### config.mk
export PLATFORM = sky130hd
export DESIGN_NAME = uart_tx
export DESIGN_NICKNAME = d
export VERILOG_FILES = /design/src/rtl/uart_tx.sv
export SDC_FILE = /design/constraint.sdc
export NUM_CORES = 1
export LEC_CHECK = 0
export CORE_ASPECT_RATIO = 2
export CORE_UTILIZATION = 48
export DETAILED_ROUTE_END_ITERATION = 10
export PLACE_DENSITY_LB_ADDON = 0.12
export SYNTH_ARGS = -nofsm -noshare
export SYNTH_HDL_FRONTEND = slang
export SYNTH_SLANG_ARGS = --single-unit
### constraint.sdc
create_clock -name clk -period 4.5 [get_ports clk]
set_clock_uncertainty 0.05 [all_clocks]
set_input_delay 0.9 -clock clk [delete_from_list [all_inputs] [get_ports clk]]
set_output_delay 0.9 -clock clk [all_outputs]
set_load 0.01 [all_outputs]
### src/rtl/uart_tx.sv
// 8-bit UART transmitter: valid/ready byte intake, LSB-first serialisation,
// optional even/odd parity, one or two stop bits, and an end-of-frame done pulse.
module uart_tx #(
    parameter int unsigned CLK_FREQ   = 50000000,
    parameter int unsigned BAUD       = 9600,
    parameter int unsigned PARITY_EN  = 0,
    parameter int unsigned PARITY_ODD = 0,
    parameter int unsigned STOP_BITS  = 1
) (
    input  logic       clk,
    input  logic       rst,
    input  logic [7:0] tx_data,
    input  logic       tx_valid,
    output logic       tx_ready,
    output logic       tx,
    output logic       tx_busy,
    output logic       tx_done
);

    // A baud rate above the clock rate degenerates to one clock per bit.
    localparam int unsigned BIT_CYCLES = (CLK_FREQ / BAUD > 0) ? CLK_FREQ / BAUD : 1;
    localparam int unsigned CNT_W      = (BIT_CYCLES > 1) ? $clog2(BIT_CYCLES) : 1;
    localparam int unsigned STOP_N     = (STOP_BITS == 2) ? 2 : 1;
    localparam int unsigned PRE_END    = (BIT_CYCLES >= 2) ? BIT_CYCLES - 2 : 0;

    localparam logic [CNT_W-1:0] CNT_LAST  = CNT_W'(BIT_CYCLES - 1);
    localparam logic [CNT_W-1:0] CNT_PRE   = CNT_W'(PRE_END);
    localparam logic             STOP_LAST = 1'(STOP_N - 1);
    localparam logic             ODD       = 1'(PARITY_ODD != 0);
    localparam logic             HAS_PAR   = 1'(PARITY_EN != 0);
    localparam logic             SHORT_BIT = 1'(BIT_CYCLES == 1);
    localparam logic             ONE_STOP  = 1'(STOP_N == 1);

    typedef enum logic [2:0] {
        S_IDLE,
        S_START,
        S_DATA,
        S_PARITY,
        S_STOP
    } state_t;

    state_t           state;
    logic [CNT_W-1:0] cnt;
    logic [2:0]       bit_idx;
    logic             stop_idx;
    logic [7:0]       shreg;
    logic             par_bit;

    logic bit_end;
    logic last_stop;
    logic to_stop;
    logic done_next;

    // tx_done is registered, so predict when the next clock is the final stop-bit clock.
    always_comb begin
        bit_end   = (cnt == CNT_LAST);
        last_stop = (stop_idx == STOP_LAST);
        to_stop   = 1'b0;
        done_next = 1'b0;
        if (bit_end) begin
            if (state == S_PARITY) begin
                to_stop = 1'b1;
            end else if (state == S_DATA && bit_idx == 3'd7 && !HAS_PAR) begin
                to_stop = 1'b1;
            end
        end
        if (state == S_STOP) begin
            if (!bit_end) begin
                done_next = last_stop && !SHORT_BIT && (cnt == CNT_PRE);
            end else begin
                done_next = !last_stop && SHORT_BIT;
            end
        end else if (to_stop) begin
            done_next = SHORT_BIT && ONE_STOP;
        end
    end

    always_ff @(posedge clk) begin
        if (rst) begin
            state    <= S_IDLE;
            tx       <= 1'b1;
            tx_ready <= 1'b0;
            tx_busy  <= 1'b0;
            tx_done  <= 1'b0;
            cnt      <= '0;
            bit_idx  <= '0;
            stop_idx <= 1'b0;
            shreg    <= '0;
            par_bit  <= 1'b0;
        end else begin
            tx_done <= done_next;
            case (state)
                S_IDLE: begin
                    tx      <= 1'b1;
                    tx_busy <= 1'b0;
                    cnt     <= '0;
                    if (tx_valid && tx_ready) begin
                        shreg    <= tx_data;
                        par_bit  <= (^tx_data) ^ ODD;
                        bit_idx  <= '0;
                        stop_idx <= 1'b0;
                        tx       <= 1'b0;
                        tx_ready <= 1'b0;
                        tx_busy  <= 1'b1;
                        state    <= S_START;
                    end else begin
                        tx_ready <= 1'b1;
                    end
                end

                S_START: begin
                    if (bit_end) begin
                        cnt   <= '0;
                        tx    <= shreg[0];
                        shreg <= {1'b0, shreg[7:1]};
                        state <= S_DATA;
                    end else begin
                        cnt <= cnt + CNT_W'(1);
                    end
                end

                S_DATA: begin
                    if (bit_end) begin
                        cnt <= '0;
                        if (bit_idx == 3'd7) begin
                            if (HAS_PAR) begin
                                tx    <= par_bit;
                                state <= S_PARITY;
                            end else begin
                                tx    <= 1'b1;
                                state <= S_STOP;
                            end
                        end else begin
                            bit_idx <= bit_idx + 3'd1;
                            tx      <= shreg[0];
                            shreg   <= {1'b0, shreg[7:1]};
                        end
                    end else begin
                        cnt <= cnt + CNT_W'(1);
                    end
                end

                S_PARITY: begin
                    if (bit_end) begin
                        cnt   <= '0;
                        tx    <= 1'b1;
                        state <= S_STOP;
                    end else begin
                        cnt <= cnt + CNT_W'(1);
                    end
                end

                S_STOP: begin
                    tx <= 1'b1;
                    if (bit_end) begin
                        cnt <= '0;
                        if (last_stop) begin
                            tx_ready <= 1'b1;
                            tx_busy  <= 1'b0;
                            state    <= S_IDLE;
                        end else begin
                            stop_idx <= 1'b1;
                        end
                    end else begin
                        cnt <= cnt + CNT_W'(1);
                    end
                end

                default: begin
                    tx       <= 1'b1;
                    tx_ready <= 1'b0;
                    tx_busy  <= 1'b0;
                    cnt      <= '0;
                    state    <= S_IDLE;
                end
            endcase
        end
    end

endmodule

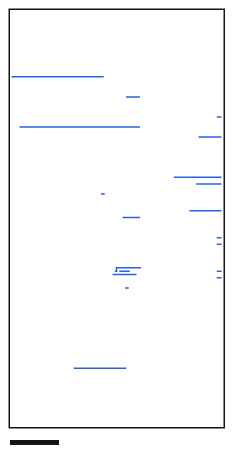
Figure 1: signal wires on met3.
The bar under the picture is 10 um long.
The wires run mostly horizontal. The longest straight run is 24.1 um. The layer carries 99.3 um of wire.

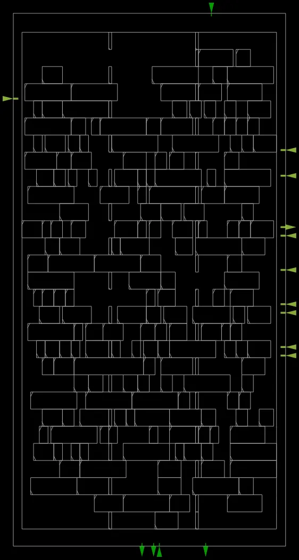
Figure 2: placed standard cells.
std cell rows: 29
sequential cell count: 31
Seq area share: 33.0%

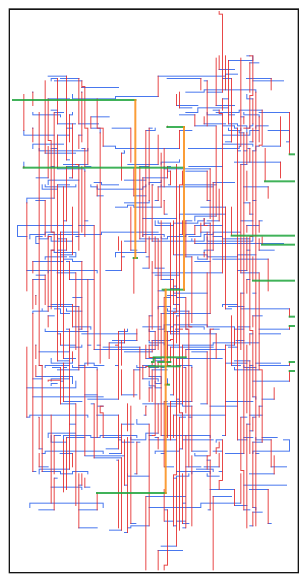
Figure 3: metal layers overlaid.
metal 3: drawn in green, wire length 99.3 um. metal 2: drawn in red, wire length 2070 um. metal 4: drawn in orange, wire length 78.9 um. metal 1: drawn in blue, wire length 1280 um.
Routed WL: 3530 um
routed len/inst: 15.6 um
GRT Overall Usage: 21.7%
Vias: 1345

==> out/qor_table.md <==
| Stage | Quantity | Reported |
|---|---|---|
| final layout | Clock-cell share of area | 6.26% |
| final layout | Combinational gate count | 138 |
| yosys | Net count of the mapped netlist | 197 |
| floorplan | Horizontal die dimension | 43.3 um |
| grt | Overflow after GRT | 0 |
| outcome | Result of the run | complete, no violations |
| final layout | Design area | 0.00188 mm^2 |
| final layout | Count of non-filler cells in the finished layout | 226 |
| yosys | Cell area after synthesis | 0.00164 mm^2 |
| timing | Hold violation count in the final report | 0 |
| timing | Slew of the pin with the lowest slew margin | 0.840 ns |
| setup path | Worst Setup Start Kind | input port |
| clock network | Setup Buffers After CTS | 0 |
| yosys | Total cell area reported by yosys after synthesis | 0.00164 mm^2 |
| pwr | Power in the clock group | 0.000284 W |
| clock network | Clock root buffer | clkbuf_8 |
| final layout | Area occupied by registers | 621 um^2 |
| setup path | Crit path DAT | 2.72 ns |
| yosys | Dominant non-sequential cell family after synthesis | simple AND/OR/NAND/NOR gates |
| route | Remaining DRCs | 0 |
| yosys | Dominant synthesized flop cell | dfxtp_1 |
| clock network | Post-CTS Hold Buffers | 0 |
| final layout | Combined area of the multi-input logic cells | 947 um^2 |
| pwr | Heaviest power group | sequential cells |
| grt | Number of antenna violations at the first check in global routing | 0 |
| final layout | Multi-input gate share of total cell area | 50.4% |
| clock network | H-tree depth | 2 |
| place | GPL Wtd Cong | 0.783 |
| final layout | # diodes | 0 |
| yosys | Post-synth tally of flip-flops with integrated enable | 0 |
| worst hold path | Min-Delay Path Class | reg -> reg |
| clock network | Register clock-pin slew on the reported worst setup and hold paths | 0.06 ns |
| final layout | Buffers, non-clock | 14 |
| final layout | Ratio of cells with drive above 1 in the final layout | 11.3% |
| timing | Post-route worst hold slack | 0.418 ns |
| yosys | Number of cells in the yosys synthesis report | 182 |
| floorplan | Floorplan Core Area | 0.00319 mm^2 |
| yosys | Portion of synthesized cell area occupied by the leading cell type | 37.9% |
| grt | Met2 demand-to-capacity share in global routing | 41.5% |
| final layout | Most frequently placed logic cells in the final layout | dfxtp_1, nor2_1, nand3_1 |
| clock network | TritonCTS clock tree | yes |
| route | Amount of wire on met2 after detailed routing | 2070 um |
| timing | Period Utilization, post-route | 58.2% |
| clock network | Buffer levels on the longest clock path | 2 |
| clock network | Clock latency reported for the late side of the worst-skew pair | 0.29 ns |
| pwr | Net load switching power | 0.000146 W |
| yosys | Number of warnings printed during yosys synthesis | 0 |
| timing | Max Transition Viols Final | 0 |
| route | Via-to-Cell Ratio | 5.95 |
| timing | Worst path setup slack after routing | 1.88 ns |
| grt | Wire length of the first global-routing pass | 5990 um |
| pwr | Proportion of power drawn by the clock network | 44.0% |
| place | Pre-CTS setup slack | 1.57 ns |
| timing | Crit path time final | 2.62 ns |
| timing | Setup_tns | 0 ns |
| place | Post-detail-place hpwl | 2630 um |
| setup path | Worst Setup End Kind | flop |
| yosys | Area leader, netlist | dfxtp_1 |
| timing | Final setup fails | 0 |
| route | Antenna Nets Post-Route | 0 |
| floorplan | Boundary Pins | 15 |
| final layout | Area growth from synthesis to layout | 14.7% |
| floorplan | Effective utilization at floorplan | 51.3% |
| grt | Met1 Use GR | 20.2% |
| grt | Via count of the first global-routing pass | 1377 |
| pwr | Cell Pwr Density | 344 mW/mm^2 |
| yosys | Compound-cell area share of the yosys netlist | 11.8% |
| final layout | Nets | 209 |
| pwr | Combinational-cell power consumption | 0.0000684 W |
| floorplan | Vertical die size | 84.6 um |
| yosys | Post-synthesis adder-cell area fraction | 3.06% |
| yosys | Commonest cells in the netlist | dfxtp_1, nor2_1, nand3_1, nand2_1 |
| final layout | Inverters excl. clock | 4 |
| setup path | Depth of the most critical reg-to-reg path | 6 |
| pwr | Pint | 0.000500 W |
| yosys | Simple-gate share of the synthesized area | 27.3% |
| setup path | Data required time at the worst endpoint | 4.60 ns |
| final layout | Largest cell class by area | combinational gates |
| floorplan | Well tap count | 31 |
| yosys | Proportion of register bits with asynchronous set or reset after synthesis | 0% |
| final layout | Leading cell type in the layout, fill and taps excluded | dfxtp_1 |
| yosys | Parity-gate share of the synthesized area counting xor and xnor cells | 7.41% |
| clock network | Number of gates given a new drive strength after cts | 0 |
| place | Post-DP Area | 0.00176 mm^2 |
| flow run | Max cap viols | 0 |
| route | Initial DRT Pass Iterations | 4 |
| timing | Peak clock frequency supported by timing | 382 MHz |
| pwr | Maximum resistive drop on vdd | 0.253 mV |
| clock network | TritonCTS Buffers | 5 |
| grt | GR met3 Demand/Resource | 4.73% |
| yosys | Number of synthesized register bits | 31 |
| yosys | Synth unique cells | 45 |
| yosys | Top cells, area | dfxtp_1, mux2_4, nand3_1 |
| route | Routed length on met3 | 99 um |
| yosys | Average cell area after synthesis | 9.00 um^2 |
| final layout | Tally of filler cells in the layout | 293 |
| final layout | Non-clock buffering overhead in the final layout | 7.46% |
| route | Violation count after the first detailed-routing iteration | 11 |
| grt | Most Crowded Layer GR | met2 |
| floorplan | Die Area | 0.00366 mm^2 |
| setup path | Critical path fanouts, max | 23 |
| pwr | Sw frac | 22.6% |
| worst hold path | Number of cells on the worst hold path | 2 |
| final layout | Count of clock-net buffers in the final layout | 6 |
| yosys | Most instantiated library cell after synthesis | dfxtp_1 |
| pwr | Total leakage power | 0.712 nW |
| pwr | Total power consumption of the routed design | 0.000646 W |
| yosys | Gate count after technology mapping | 182 |
| pwr | Relative contribution of sequential cells to total power | 45.4% |
| yosys | Post-synth seq share | 37.9% |
| clock network | Total number of clock tree sinks | 31 |
| yosys | Mux share | 8.25% |
| setup path | Crit path kind | in -> reg |
| timing | RSZ-0062 raised after global routing | no |
| place | IO Port Bufs | 14 |
| grt | Maximum number of pins on one net before global-route repair | 24 |
| route | Routed met1 length | 1280 um |
| place | Post-placement cell count | 218 |
| pwr | Logic pwr share | 10.6% |
| flow run | Log Warnings | 27 |
| timing | Worst max-slew margin expressed relative to the limit | 43.8% |
| route | Highest routed metal layer | met4 |
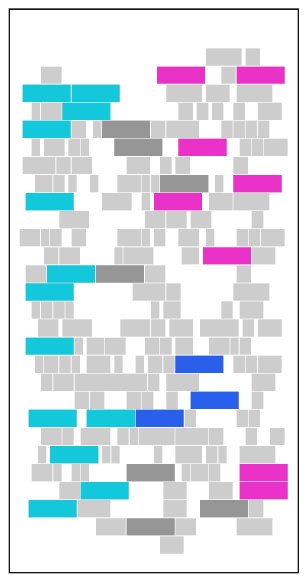
Figure 4: register map, names as in the netlist.
Other sequential cells in the stronger grey, the rest of the logic in the fainter grey.
`cnt`: drawn in cyan, sequential cells 13. `shreg`: drawn in magenta, sequential cells 8. `state`: drawn in blue, sequential cells 3.
sequential-cell power consumption: 0.000293 W
post-layout utilization of the core: 58.9%

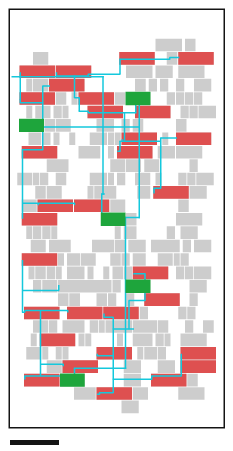
Figure 5: clock distribution.
The bar under the picture is 10 um long.
flip-flops: drawn in red, count 31. clock wires: drawn in cyan, length 417 um. clock drivers: drawn in green, count 5.
Position of the flops: spread over the die. There are 6 routed clock nets.

[state kept, by name, summed over array words and instances (netlist names)]
| signal | count |
|---|---|
| bit_idx | 3 |
| cnt | 13 |
| shreg | 8 |
| state | 3 |
| tx | 1 |
| tx_busy | 1 |
| tx_done | 1 |
| tx_ready | 1 |
[worst max-delay path, stage by stage]
cell	delay [ns]
clkdlybuf4s50_1	1.02
inv_1	0.25
nand3_1	0.43
nor2_1	0.11
[final timing paths]
kind / start / to / slack [ns]
min reg2reg: bit_idx[2] / bit_idx[2] / 0.42
min: bit_idx[2] / bit_idx[2] / 0.42
max: rst / cnt[8] / 1.88
max reg2reg: bit_idx[0] / shreg[1] / 2.37
Power is estimated from default activity; no workload was simulated.
